`src/rtl/regfile_wb_arbiter_pkg.sv`:
```
// Shared constants, writeback payload type and register decode helper.
package regfile_wb_arbiter_pkg;

    localparam int unsigned DATA_W = 32;
    localparam int unsigned ADDR_W = 4;
    localparam int unsigned PC_REG = 15;
    localparam int unsigned N_REG  = 2 ** ADDR_W;

    typedef struct packed {
        logic [ADDR_W-1:0] addr;
        logic [DATA_W-1:0] data;
    } wb_req_t;

    // One-hot decode of a register address into a per-register mask.
    function automatic logic [N_REG-1:0] reg_decode(input logic [ADDR_W-1:0] a);
        reg_decode = N_REG'(1) << a;
    endfunction

endpackage

```
`src/rtl/regfile_wb_arbiter_rr_arbiter.sv`:
```
// Combinational round-robin arbiter: first request at or after i_ptr, wrapping.
module rr_arbiter #(
    parameter int unsigned N     = 3,
    parameter int unsigned PTR_W = 2
) (
    input  logic [N-1:0]     i_req,
    input  logic [PTR_W-1:0] i_ptr,
    output logic [N-1:0]     o_grant_c,
    output logic             o_valid_c
);

    // Walk search distances in order; the first requester at the current distance wins.
    always_comb begin
        o_grant_c = '0;
        o_valid_c = 1'b0;
        for (int unsigned k = 0; k < N; k++) begin
            for (int unsigned j = 0; j < N; j++) begin
                if (!o_valid_c && i_req[j] &&
                    (((j >= 32'(i_ptr)) ? (j - 32'(i_ptr)) : (j + N - 32'(i_ptr))) == k)) begin
                    o_grant_c[j] = 1'b1;
                    o_valid_c    = 1'b1;
                end
            end
        end
    end

endmodule

```
`src/rtl/regfile_wb_arbiter.sv`:
```
// Shares the register file write port among N_REQ writeback requesters.
// One-entry buffer per requester, round-robin grant, registered write outputs,
// R15 writes diverted to the PC load path, pending-destination mask for decode.
module regfile_wb_arbiter
    import regfile_wb_arbiter_pkg::*;
#(
    parameter int unsigned N_REQ = 3
) (
    input  logic                      clk,
    input  logic                      rst,
    input  logic [N_REQ-1:0]          req_valid,
    output logic [N_REQ-1:0]          req_ready,
    input  logic [N_REQ*ADDR_W-1:0]   req_addr,
    input  logic [N_REQ*DATA_W-1:0]   req_data,
    input  logic                      wb_hold,
    input  logic                      flush,
    output logic                      rf_we,
    output logic [ADDR_W-1:0]         rf_a3,
    output logic [DATA_W-1:0]         rf_wd3,
    output logic                      pc_we,
    output logic [DATA_W-1:0]         pc_wd,
    output logic [N_REG-1:0]          pend_mask
);

    localparam int unsigned PTR_W = (N_REQ > 1) ? $clog2(N_REQ) : 1;

    logic [N_REQ-1:0]  r_full;
    wb_req_t           r_slot [N_REQ];
    logic [PTR_W-1:0]  r_ptr;
    logic              r_rf_we;
    logic [ADDR_W-1:0] r_rf_a3;
    logic [DATA_W-1:0] r_rf_wd3;
    logic              r_pc_we;
    logic [DATA_W-1:0] r_pc_wd;

    logic [N_REQ-1:0]  w_arb_req;
    logic [N_REQ-1:0]  w_grant;
    logic              w_gvalid;
    logic [N_REQ-1:0]  w_accept;
    wb_req_t           w_sel;
    logic [PTR_W-1:0]  w_next_ptr;
    logic [N_REG-1:0]  w_pend;

    // Hold and flush both suppress arbitration for this cycle.
    assign w_arb_req = r_full & {N_REQ{~wb_hold & ~flush}};

    rr_arbiter #(
        .N     (N_REQ),
        .PTR_W (PTR_W)
    ) u_rr_arbiter (
        .i_req     (w_arb_req),
        .i_ptr     (r_ptr),
        .o_grant_c (w_grant),
        .o_valid_c (w_gvalid)
    );

    // A slot can take a new entry when empty or when it is being drained this cycle.
    assign req_ready = ~{N_REQ{flush}} & (~r_full | w_grant);
    assign w_accept  = req_valid & req_ready;

    // Select the granted payload and the pointer that follows it.
    always_comb begin
        w_sel      = '0;
        w_next_ptr = r_ptr;
        for (int unsigned j = 0; j < N_REQ; j++) begin
            if (w_grant[j]) begin
                w_sel      = r_slot[j];
                w_next_ptr = (j == N_REQ - 1) ? '0 : PTR_W'(j + 1);
            end
        end
    end

    // Slot buffers: flush empties, accept refills, grant drains.
    always_ff @(posedge clk or negedge rst) begin
        if (!rst) begin
            r_full <= '0;
            for (int unsigned j = 0; j < N_REQ; j++) begin
                r_slot[j] <= '0;
            end
        end else if (flush) begin
            r_full <= '0;
        end else begin
            for (int unsigned j = 0; j < N_REQ; j++) begin
                if (w_accept[j]) begin
                    r_full[j]      <= 1'b1;
                    r_slot[j].addr <= req_addr[j*ADDR_W +: ADDR_W];
                    r_slot[j].data <= req_data[j*DATA_W +: DATA_W];
                end else if (w_grant[j]) begin
                    r_full[j] <= 1'b0;
                end
            end
        end
    end

    // Round-robin pointer advances past the last granted requester.
    always_ff @(posedge clk or negedge rst) begin
        if (!rst) begin
            r_ptr <= '0;
        end else if (w_gvalid) begin
            r_ptr <= w_next_ptr;
        end
    end

    // Registered write outputs; R15 goes to the PC path instead of the register file.
    always_ff @(posedge clk or negedge rst) begin
        if (!rst) begin
            r_rf_we  <= 1'b0;
            r_rf_a3  <= '0;
            r_rf_wd3 <= '0;
            r_pc_we  <= 1'b0;
            r_pc_wd  <= '0;
        end else if (w_gvalid) begin
            if (w_sel.addr == ADDR_W'(PC_REG)) begin
                r_rf_we <= 1'b0;
                r_pc_we <= 1'b1;
                r_pc_wd <= w_sel.data;
            end else begin
                r_rf_we  <= 1'b1;
                r_rf_a3  <= w_sel.addr;
                r_rf_wd3 <= w_sel.data;
                r_pc_we  <= 1'b0;
            end
        end else begin
            r_rf_we <= 1'b0;
            r_pc_we <= 1'b0;
        end
    end

    // Pending destinations: buffered slots plus whatever is on the output this cycle.
    always_comb begin
        w_pend = '0;
        for (int unsigned j = 0; j < N_REQ; j++) begin
            if (r_full[j]) begin
                w_pend = w_pend | reg_decode(r_slot[j].addr);
            end
        end
        if (r_rf_we) begin
            w_pend = w_pend | reg_decode(r_rf_a3);
        end
        if (r_pc_we) begin
            w_pend = w_pend | reg_decode(ADDR_W'(PC_REG));
        end
    end

    assign rf_we     = r_rf_we;
    assign rf_a3     = r_rf_a3;
    assign rf_wd3    = r_rf_wd3;
    assign pc_we     = r_pc_we;
    assign pc_wd     = r_pc_wd;
    assign pend_mask = w_pend;

endmodule
```
`config.mk`:
```
export PLATFORM = sky130hd
export DESIGN_NAME = regfile_wb_arbiter
export DESIGN_NICKNAME = d
export VERILOG_FILES = /design/src/rtl/regfile_wb_arbiter_pkg.sv /design/src/rtl/regfile_wb_arbiter_rr_arbiter.sv /design/src/rtl/regfile_wb_arbiter.sv
export SDC_FILE = /design/constraint.sdc
export NUM_CORES = 1
export LEC_CHECK = 0
export CORE_AREA = 5 5 143 145
export CTS_CLUSTER_DIAMETER = 100
export DETAILED_ROUTE_END_ITERATION = 12
export DIE_AREA = 0 0 148 150
export MAX_ROUTING_LAYER = met4
export PLACE_DENSITY = 0.73
export SLEW_MARGIN = 30
export SYNTH_ARGS = -nofsm -noshare
export SYNTH_HDL_FRONTEND = slang
export SYNTH_HIERARCHICAL = 1
export SYNTH_SLANG_ARGS = --single-unit
```
`constraint.sdc`:
```
create_clock -name clk -period 6.3 [get_ports clk]
set_input_delay 0.63 -clock clk [delete_from_list [all_inputs] [get_ports clk]]
set_output_delay 0.63 -clock clk [all_outputs]
set_load 0.05 [all_outputs]
```
==> run_1/final_congestion.png <==
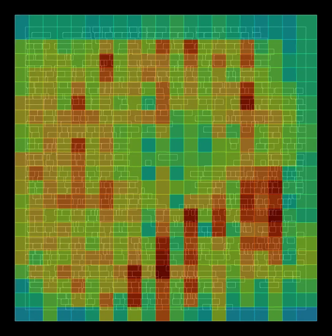
WL/cell: 20.1 um
M1 GR Usage: 26.4%
met2 Resource Use GR: 32.7%
GR peak layer: met2
fin util: 58.6%

==> run_1/met2.png <==
Cells faint in the background.
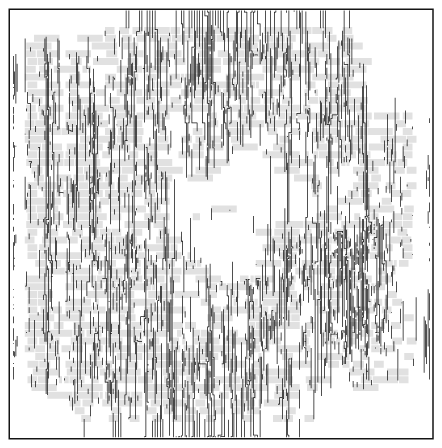
wire length on this layer: 10500 um
main direction: vertical
longest straight run: 68.3 um
nets with wire on the layer: 852
share of all routed wire: 48%

==> run_1/registers.png <==
Other sequential cells in the stronger gray, the rest of the logic in the fainter gray.
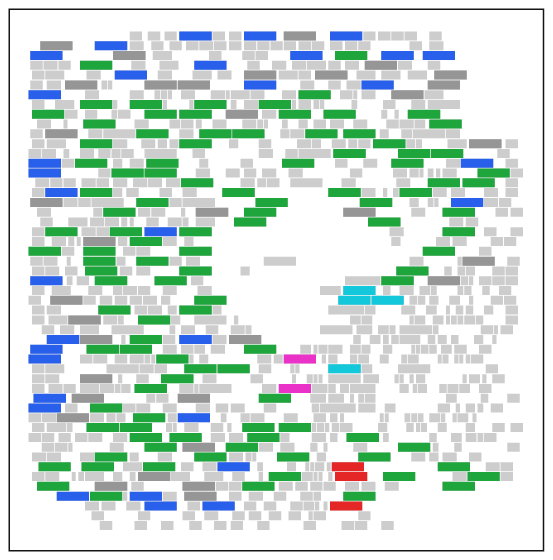
legend:
  cyan:
    signal: rf_a3
    flops: 4
  green:
    signal: r_slot
    flops: 108
    where: all over the die
  magenta:
    signal: r_ptr
    flops: 2
  red:
    signal: r_full
    flops: 3
  blue:
    signal: pc_wd
    flops: 32
    where: all over the die
not colored: 34

==> run_1/met3.png <==
The bar under the picture is 50 um long.
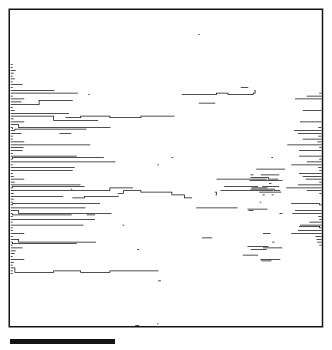
longest straight run: 49.4 um
share of all routed wire: 8.3%

==> ci_impl_report.md, run 1 <==
## PnR job results

| Metric | Value |
|---|---|
| Outcome | `complete, no violations` |
| Cts repair resizes | `0` |
| Worst Setup Start Kind | `input port` |
| Final WL | `~22000 um` |
| Crit path time final | `roughly 4700 ps` |
| DP HPWL | `roughly 15000 um` |
| Non-filler instance count after layout | `1092` |
| Adder share | `0.297%` |
| Metal-1 WL | `9260 um` |
| Post-Syn Area | `8410 um2` |
| #MultiIn Comb | `about 420` |
| Met3 wire length | `1810 um` |
| # Cells Yosys | `about 650` |
| Average vias per placed instance | `between 5 and 6` |
| Most instantiated logic cell after routing | `clkdlybuf4s50_1` |
| Clk pwr share | `26.9%` |
| YS chip area | `8410 um2` |
| Pwr dens | `around 340 nW/um2` |
| Crit path arrival time | `between 4000 and 5000 ps` |
| Synthesized net count | `768` |
| Sw Pwr | `1.36 mW` |
| Sequential logic power | `1.59 mW` |
| Antenna violations before repair | `1` |
| Synthesized registers | `183` |
| Pwr Total | `between 3 and 4 mW` |
| Max-cap viol count | `0` |
| Crit-path max cell delay | `between 800 and 900 ps` |
| Switch share | `between 30 and 40%` |
| Largest net degree at the start of global routing | `69` |
| Vias | `5943` |
| Die W | `148 um` |
| Initial drt markers | `between 200 and 300` |
| CTS tree | `built` |
| Clk pin slew, worst setup/hold paths | `80 ps` |
| Cell family with most CP delay | `buffers and inverters` |
| Register Area | `4580 um2` |
| Clock net sink count | `183` |
| Global route overflow | `0` |
| First-pass GRT wire length | `35700 um` |
| Remaining DRCs | `0` |
| Slew Viols, Final | `0` |
| Comb/total area | `32.2%` |
| Filler cell count | `about 1600` |
| And+or+nand+nor area frac | `7.82%` |
| Share of cells above drive strength 1 | `23.4%` |
| Critical Path RT | `5670 ps` |
| Dominant comb cell | `multiplexers` |
| Layout Skew | `about 9.8 ps` |
| Routability cong. | `0.898` |
| Seq/total area | `40.9%` |
| Crit-path cells | `clkdlybuf4s50_1, nor2_1, and2_1, and2_2, o32ai_4, buf_4, and2b_1, nor2_1, clkdlybuf4s50_1` |
| Pre-CTS setup slack | `1610 ps` |
| Synth unique cells | `~52` |
| Area Overhead vs Synth | `33.0%` |
| Synthesized netlist cell count | `651` |
| Cycle use final | `74.6%` |
| Signal buffers | `210` |
| Setup WS post-layout | `~1600 ps` |
| Comb power | `~1.2 mW` |
| Mux share | `24.2%` |
| Die Ht | `150 um` |
| GR met3 Demand/Resource | `between 7 and 8%` |
| GRT Util Overall | `a little over a fifth` |
| Top Layout Cells | `clkdlybuf4s50_1 (202), dfrtp_1 (183), mux2_2 (117)` |
| WS Path Type | `input port to output pin` |
| N_taps | `238` |
| Slowest CP cell | `clkdlybuf4s50_1` |
| Main synth FF type | `dfrtp_1` |
| Cell total after placement | `around 1100` |
| Warnings, synthesis | `6` |
| Maximum vdd drop | `0.206 mV` |
| Largest cell class by area | `sequential cells` |
| First drt pass iteration count | `4` |
| Flop count | `183` |
| Final ANT Viol Nets | `0` |
| Port-buffer cells | `203` |
| Final Hold Viols | `0` |
| Crit end category | `output pin` |
| Largest Pwr Group | `registers` |
| Met2 Routed Length | `~11000 um` |
| Log Warnings | `27` |
| Comb pwr share | `31.3%` |
| CP bufs+invs | `3` |
| Post-CTS setup buffer count | `0` |
| Aoi/oai-family share of the synthesized area | `10.2%` |
| Fp util | `44.1%` |
| Row count | `51` |
| Post-synth tally of flip-flops with integrated enable | `0` |
| TritonCTS Buffers | `17` |
| Cts hold-fix bufs | `0` |
| Worst-margin pin slew | `912 ps` |
| Yosys xor share | `0%` |
| Mean area per synthesized cell | `12.9 um2` |
| H-tree depth | `4` |
| ANT cells | `1` |
| # clk buffers | `18` |
| Insertion delay at the late pin of the worst-skew pair | `430 ps` |
| HP Class | `input port to asynchronous set/reset pin` |
-- run 1: through the flow --
stage               cell area, um2  hold slack (ps)
finish                       11200              138
global route                 11200              151
CTS                          11200              137
detailed placement           10600              480
global placement             10600              475
floorplan                     8410              334
-- run 1: worst paths after layout --
path | from | to | slack, ps | cells after the start
min in group clk | pc_wd[22] | pc_wd[22] | 490 | 1
worst min register to register | pc_wd[22] | pc_wd[22] | 490 | 1
worst max register to register | r_ptr[1] | r_slot[55] | 2580 | 8
worst min-delay path | rst | r_slot[8] | 140 | 1
worst max-delay path | flush | req_ready[1] | 1600 | 9
max in group asynchronous | rst | rf_wd3[28] | 4980 | 2
-- run 1: synth_stat cells, types with 2 or more instances --
master	n	area [um2]
a22oi_1	35	263
nor2b_1	11	68.8
a211o_1	2	17.5
mux2_4	26	390
a32oi_1	4	35.0
clkbuf_1	15	56.3
and2_1	8	50.1
dfrtp_1	183	4580
a21oi_2	5	43.8
nand3b_1	7	52.6
nand2b_1	8	50.1
nor2_1	26	97.6
a221o_1	2	20.0
ha_1	2	25.0
nand2_1	47	176
mux2_1	29	327
nor3_1	4	20.0
o211ai_1	4	30.0
o22a_1	4	35.0
inv_1	6	22.5
buf_4	3	22.5
o311ai_0	2	17.5
buf_2	14	70.1
o21ai_0	32	160
buf_6	7	78.8
a21oi_1	9	45.0
nor3b_1	3	22.5
o22ai_1	3	18.8
mux2_2	117	1320
o221ai_1	4	35.0
o32ai_1	3	26.3
nand3_1	6	30.0
-- run 1: sequential cells by signal (all words and copies together), names as in the netlist --
| signal | count |
|---|---|
| pc_wd | 32 |
| pc_we | 1 |
| r_full | 3 |
| r_ptr | 2 |
| r_slot | 108 |
| rf_a3 | 4 |
| rf_wd3 | 32 |
| rf_we | 1 |
==> run_1/gate_families.png <==
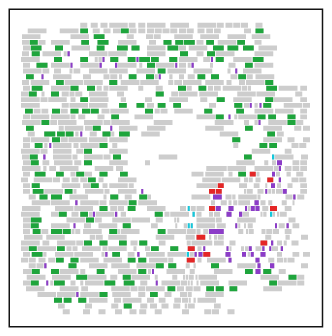

==> run 2: changes to the inputs <==
==> constraint.sdc (replaced) <==
create_clock -name clk -period 4.5 [get_ports clk]
set_input_delay 0.45 -clock clk [delete_from_list [all_inputs] [get_ports clk]]
set_output_delay 0.45 -clock clk [all_outputs]
set_load 0.05 [all_outputs]
==> run_2/gate_families.png <==
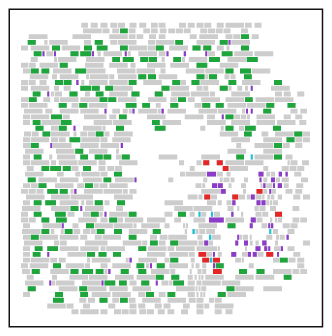
legend:
  red:
    family: AND-OR and OR-AND gates
    cells: 12
  green:
    family: multiplexers
    cells: 172
    where: all over the die
  cyan:
    family: inverters
    cells: 7
  purple:
    family: NAND gates
    cells: 71
    where: all over the die
most instantiated logic cell after routing: clkdlybuf4s50_1
Comb/total area: 31.9%
non-filler instance count after layout: 1099

==> ci_impl_report.md, run 2 <==
## PnR job results

| Metric | Value |
|---|---|
| First-pass GRT wire length | `35500 um` |
| Antenna violations before repair | `0` |
| Insertion delay at the late pin of the worst-skew pair | `430 ps` |
| Worst slew margin | `36.0%` |
| ANT cells | `0` |
| Cts hold-fix bufs | `0` |
| Global route overflow | `0` |
| Layout Skew | `roughly 13 ps` |
| Final Hold Slack | `between 70 and 80 ps` |
| Clock net sink count | `183` |
| Crit end category | `output pin` |
| GRT Util Overall | `21.2%` |
| Crit path time final | `~3500 ps` |
| R2R Setup Slk | `1520 ps` |
| Synthesized registers | `around 180` |
| Setup TNS Final | `0 ps` |
| Top cells by area | `dfrtp_1 (54%), mux2_2 (16%), mux2_4 (4.6%)` |
| CORE AREA | `roughly 19000 um2` |
| Terminus of the critical flop-to-flop path | `r_slot[98]` |
| Share of cells above drive strength 1 | `24.3%` |
| Pwr Total | `between 5 and 6 mW` |
| Warnings, synthesis | `6` |
| CP bufs+invs | `2` |
| Slew Viols, Final | `0` |
| Cell family with most CP delay | `buffers and inverters` |
| Area Overhead vs Synth | `34.1%` |
| Initial drt markers | `377` |
| Clk pin slew, worst setup/hold paths | `70 ps` |
| # Cells Yosys | `651` |
| Max-cap viol count | `0` |
| Crit-path max cell delay | `820 ps` |
| WS Path Type | `input port to output pin` |
| Die ar. | `about 22000 um2` |
| DP HPWL | `15500 um` |
| Slowest CP cell | `clkdlybuf4s50_1` |
| Cts repair resizes | `0` |
| Vias in the first global route | `~6400` |
| Final ANT Viol Nets | `0` |
| Port-buffer cells | `203` |
| CTS tree | `built` |
| Maximum vdd drop | `0.296 mV` |
| Synth top cell by count | `dfrtp_1` |
| Die W | `about 150 um` |
| Synth unique cells | `52` |
| Cell total after placement | `about 1100` |
| Reg2reg start | `r_ptr[0]` |
| Outcome | `complete, no violations` |
| H-tree depth | `4` |
| Layout Nets | `965` |
| R2r worst-path depth | `9` |
| Largest register by flop count | `r_slot` |
| Mean area per synthesized cell | `12.9 um2` |
| Final number of setup-violating endpoints | `0` |
| Post-synth tally of flip-flops with integrated enable | `0` |
| Row count | `51` |
| Critical Path RT | `4050 ps` |
| Pwr dens | `488 nW/um2` |
| Register share after synthesis | `54.4%` |
| Final Hold Viols | `0` |
| Fp util | `44.1%` |
| Post-CTS setup buffer count | `0` |
| Cell type with the largest total area | `dfrtp_1` |
| Top cell area share | `54.4%` |
| Average vias per placed instance | `5.45` |
| Crit-path cells | `clkdlybuf4s50_1, nor2_1, and2_1, and2_2, o32ai_4, and2b_1, nor2_1, clkdlybuf4s50_1` |
| Main synth FF type | `dfrtp_1` |
| IO Count | `a little over 200` |
| Largest net degree at the start of global routing | `93` |
| YS chip area | `8410 um2` |
| Async S/R FF share, synth | `100%` |
| Synthesized netlist cell count | `around 650` |
| Routability cong. | `0.914` |
| RSZ-0062 raised after global routing | `false` |
| Synthesized net count | `around 770` |
| Top Layout Cells | `clkdlybuf4s50_1 (202), dfrtp_1 (183), mux2_2 (117)` |
| Worst Setup Start Kind | `input port` |
| CTS Buffer Depth | `2` |
| Final WL | `22300 um` |
| Crit path arrival time | `about 3100 ps` |
| Worst-margin pin slew | `958 ps` |
| TritonCTS Buffers | `17` |
| Post-Syn Area | `between 8000 and 9000 um2` |
| Synth top cells by count | `dfrtp_1 (183), mux2_2 (117), nand2_1 (47), a22oi_1 (35), o21ai_0 (32)` |
| First drt pass iteration count | `4` |
| Fmax | `0.286 GHz` |
| Remaining DRCs | `0` |
| Log Warnings | `27` |
| CP Max Fanout | `7` |
| HP Class | `input port to asynchronous set/reset pin` |
| Max reg flops | `around 110` |
| Die Ht | `approximately 150 um` |
| Clock tree root driver cell | `clkbuf_16` |
| Static leakage | `about 4.8 nW` |
| Cycle use final | `77.8%` |
| Vias | `5989` |
==> run_2/final_congestion.png <==
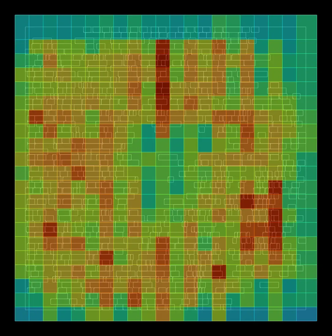
met2 Resource Use GR: 32.5%
WL/cell: 20.3 um
fin util: 59.1%
GR met3 Demand/Resource: 7.24%
M1 GR Usage: 26.9%

-- run 2: stage by stage --
stage,setup WS [ps],instance area [um2]
2_1_floorplan,1300,8410
3_3_place_gp,941,10600
3_5_place_dp,899,10600
4_1_cts,1000,11300
5_1_grt,860,11300
6_report,998,11300
-- run 2: how the worst max path moves through the flow --
stage	from	endpoint	slack [ps]	depth (start not counted)
5_1_grt	flush	req_ready[1]	860	8
2_1_floorplan	r_slot[70]	pend_mask[0]	1300	2
3_3_place_gp	flush	r_slot[95]	940	10
6_report	flush	req_ready[1]	1000	8
4_1_cts	flush	req_ready[1]	1000	8
3_5_place_dp	flush	r_slot[98]	900	10
-- run 2: cell type report --
type / instances / area, um2
Sequential cell: 183 / 4580
Inverter: 7 / 26.3
Tap cell: 238 / 298
Timing Repair Buffer: 217 / 2140
Fill cell: 1559 / 7800
Clock buffer: 17 / 425
Multi-Input combinational cell: 422 / 3600
Clock inverter: 15 / 208
-- run 2: cells by family (layout without fill, tap and decap cells) --
logic type	Yosys count	count (layout)	synth area share (%)
adder cells (fa/ha/maj)	2	2	0.297
AND-OR/OR-AND	118	118	10.2
multiplexers	172	172	24.2
flip-flops	183	183	54.4
buffers and inverters	46	256	3.02
AND/OR/NAND/NOR	130	130	7.82
-- run 2: per-layer routing --
| layer | vias up | track usage, % | wire [um] |
|---|---|---|---|
| met5 | - | - | 0 |
| met4 | 0 | 6.05 | 316 |
| met1 | 2990 | 26.9 | 9700 |
| li1 | 2769 | - | - |
| met3 | 28 | 7.24 | 1860 |
| met2 | 202 | 32.5 | 10400 |
-- run 2: power breakdown --
| part | switching (mW) | leakage [nW] | internal [mW] |
|---|---|---|---|
| Clock | 0.694 | 0.314 | 0.902 |
| Sequential | 0.281 | 2.29 | 1.96 |
| Combinational | 0.932 | 2.15 | 0.731 |
==> run_2/met3.png <==
The bar under the picture is 50 um long.
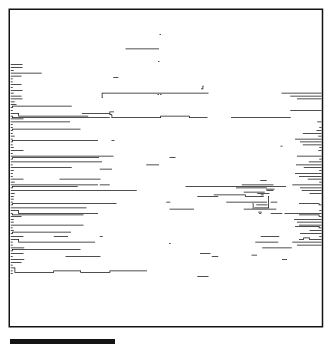

==> run 3: changes to the inputs <==
==> constraint.sdc (replaced) <==
create_clock -name clk -period 3.3 [get_ports clk]
set_input_delay 0.33 -clock clk [delete_from_list [all_inputs] [get_ports clk]]
set_output_delay 0.33 -clock clk [all_outputs]
set_load 0.05 [all_outputs]
==> run_3/met3.png <==
The bar under the picture is 50 um long.
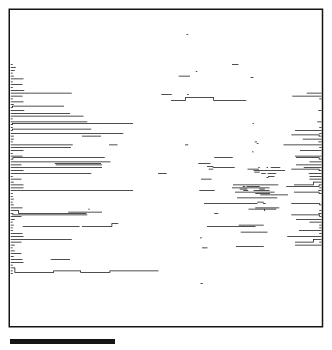
main direction: horizontal
wire length on this layer: 1730 um
longest straight run: 57.7 um
share of all routed wire: 7.8%

==> ci_impl_report.md, run 3 <==
## PnR job results

| Metric | Value |
|---|---|
| Outcome | `complete, no violations` |
| Area Overhead vs Synth | `36.1%` |
| Global route overflow | `0` |
| Switch share | `35.4%` |
| Vias in the first global route | `6625` |
| DP HPWL | `15400 um` |
| Mean area per synthesized cell | `12.9 um2` |
| Post-Syn Area | `8410 um2` |
| Worst-margin pin slew | `between 500 and 600 ps` |
| Internal | `slightly below 5 mW` |
| Adder share | `less than 1%` |
| Filler cell count | `1538` |
| Maximum vdd drop | `0.454 mV` |
| Sequential share of power | `around 41%` |
| Crit path arrival time | `2630 ps` |
| Clock net sink count | `183` |
| Row count | `slightly above 50` |
| Worst slew margin | `61.1%` |
| CTS tree | `built` |
| Worst Setup Start Kind | `flop` |
| IO Count | `between 200 and 250` |
| Share of cells above drive strength 1 | `25.2%` |
| Synthesized net count | `768` |
| Static leakage | `4.83 nW` |
| Max reg flops | `108` |
| Cts repair resizes | `0` |
| Initial drt markers | `between 300 and 400` |
| Top cells by area | `dfrtp_1 (54%), mux2_2 (16%), mux2_4 (4.6%)` |
| Main synth FF type | `dfrtp_1` |
| Post-synth tally of flip-flops with integrated enable | `0` |
| Synthesized registers | `about 180` |
| Clock tree root driver cell | `clkbuf_16` |
| Vias | `roughly 6000` |
| CP Max Fanout | `6` |
| Slowest CP cell | `clkdlybuf4s50_1` |
| Synth top cells by count | `dfrtp_1 (183), mux2_2 (117), nand2_1 (47), a22oi_1 (35), o21ai_0 (32)` |
| Max-cap viol count | `0` |
| Largest net degree at the start of global routing | `approximately 70` |
| Most instantiated logic cell after routing | `clkdlybuf4s50_1` |
| Largest register by flop count | `r_slot` |
| Synth top cell by count | `dfrtp_1` |
| WS Path Type | `flop to output pin` |
| Register share after synthesis | `54.4%` |
| Mux share | `about 24%` |
| Slew Viols, Final | `0` |
| Fp util | `around 44%` |
| Clock Power | `2.06 mW` |
| Port-buffer cells | `203` |
| First-pass GRT wire length | `between 30000 and 40000 um` |
| Comb power | `2.32 mW` |
| Final WL | `22200 um` |
| Crit end category | `output pin` |
| GRT Util Overall | `about a fifth` |
| H-tree depth | `4` |
| RSZ-0062 raised after global routing | `false` |
| Die Ht | `roughly 150 um` |
| Clk pin slew, worst setup/hold paths | `~80 ps` |
| Top cell area share | `54.4%` |
| Top Layout Cells | `clkdlybuf4s50_1 (199), dfrtp_1 (183), mux2_2 (117)` |
| Crit-path max cell delay | `880 ps` |
| First drt pass iteration count | `5` |
| Largest Pwr Group | `registers` |
| Remaining DRCs | `0` |
| Log Warnings | `27` |
| ANT cells | `0` |
| Fmax | `0.338 GHz` |
| Final number of setup-violating endpoints | `0` |
| Yosys xor share | `0%` |
| Average vias per placed instance | `5.48` |
| Layout Nets | `974` |
| CORE AREA | `19100 um2` |
| Warnings, synthesis | `6` |
| WL/cell | `20.0 um` |
| Antenna violations before repair | `0` |
| # Cells Yosys | `about 650` |
| Cycle use final | `approximately 90%` |
| Cell family with most CP delay | `buffers and inverters` |
| YS chip area | `between 8000 and 9000 um2` |
| Routability cong. | `about 0.86` |
| TritonCTS Buffers | `17` |
| Critical Path RT | `around 3000 ps` |
| Insertion delay at the late pin of the worst-skew pair | `430 ps` |
| Die ar. | `22200 um2` |
| Layout Skew | `17.2 ps` |
| Setup TNS Final | `0 ps` |
| CTS Buffer Depth | `2` |
| Synth unique cells | `52` |
| And+or+nand+nor area frac | `7.82%` |
| Synthesized netlist cell count | `651` |
| Final ANT Viol Nets | `0` |
| HP Class | `input port to asynchronous set/reset pin` |
| Sw Pwr | `approximately 2.6 mW` |
| Clk pwr share | `27.7%` |
==> run_3/registers.png <==
Other sequential cells in the stronger gray, the rest of the logic in the fainter gray.
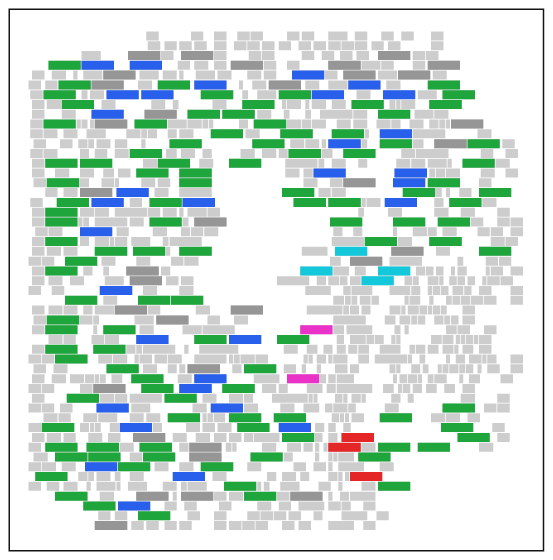
legend:
  cyan:
    signal: rf_a3
    flops: 4
  green:
    signal: r_slot
    flops: 108
    where: all over the die
  red:
    signal: r_full
    flops: 3
  blue:
    signal: pc_wd
    flops: 32
  magenta:
    signal: r_ptr
    flops: 2
not colored: 34
fin util: 60.0%
Register Area: 4580 um2
Seq/total area: 40.0%
sequential logic power: 3.05 mW

## run 3: cell counts after synthesis
No cell type changed its count.
## run 3: path summary, 6_finish.rpt
path | endpoint | startpoint | slack (ps) | cells after the start
max in group asynchronous | r_slot[54] | rst | 2040 | 3
max | pend_mask[0] | r_slot[70] | 340 | 3
max reg2reg | pc_wd[25] | r_ptr[1] | 560 | 8
min in group clk | r_full[2] | req_valid[2] | 500 | 3
min reg2reg | pc_wd[15] | pc_wd[15] | 500 | 1
min | r_slot[79] | rst | 390 | 2
## run 3: stage by stage
stage	instance area (um2)	worst slack, ps	cells	hold slack [ps]	power, mW
floorplan	8410	163	651	34.4	4.52
global placement	10800	166	1074	294	5.36
detailed placement	10800	118	1074	293	5.39
CTS	11400	318	1107	391	7.49
global route	11400	225	1108	436	7.79
finish	11400	344	1108	389	7.43
## run 3: kinds of logic after synthesis
| logic type | count (synthesis) |
|---|---|
| flip-flops | 183 |
| multiplexers | 172 |
| AND/OR/NAND/NOR | 130 |
| AND-OR/OR-AND | 118 |
| buffers and inverters | 46 |
| adder cells (fa/ha/maj) | 2 |
## run 3: area by class of cell
| class | instances | area, um2 | share of cell area, % |
|---|---|---|---|
| flip-flops and latches | 183 | 4580 | 40.0 |
| clock buffers | 18 | 429 | 3.75 |
| multi-input cells | 422 | 3600 | 31.5 |
| clock inverters | 14 | 176 | 1.54 |
| well taps | 238 | 298 | 2.60 |
| repair buffers | 226 | 2330 | 20.4 |
| inverters | 7 | 26.3 | 0.230 |
## run 3: what timing repair did
action	4_1_cts	5_1_grt
hold buffers	1	0
setup buffers	0	0
hold endpoints to repair	46	0
## run 3: metal layers
layer / global-route usage, % / wire [um]
met2: 32.5 / 10400
met1: 27.2 / 9750
met5: - / 0
met3: 6.57 / 1730
met4: 5.96 / 350
No activity file was given, so power comes from the tool's default toggle rates.
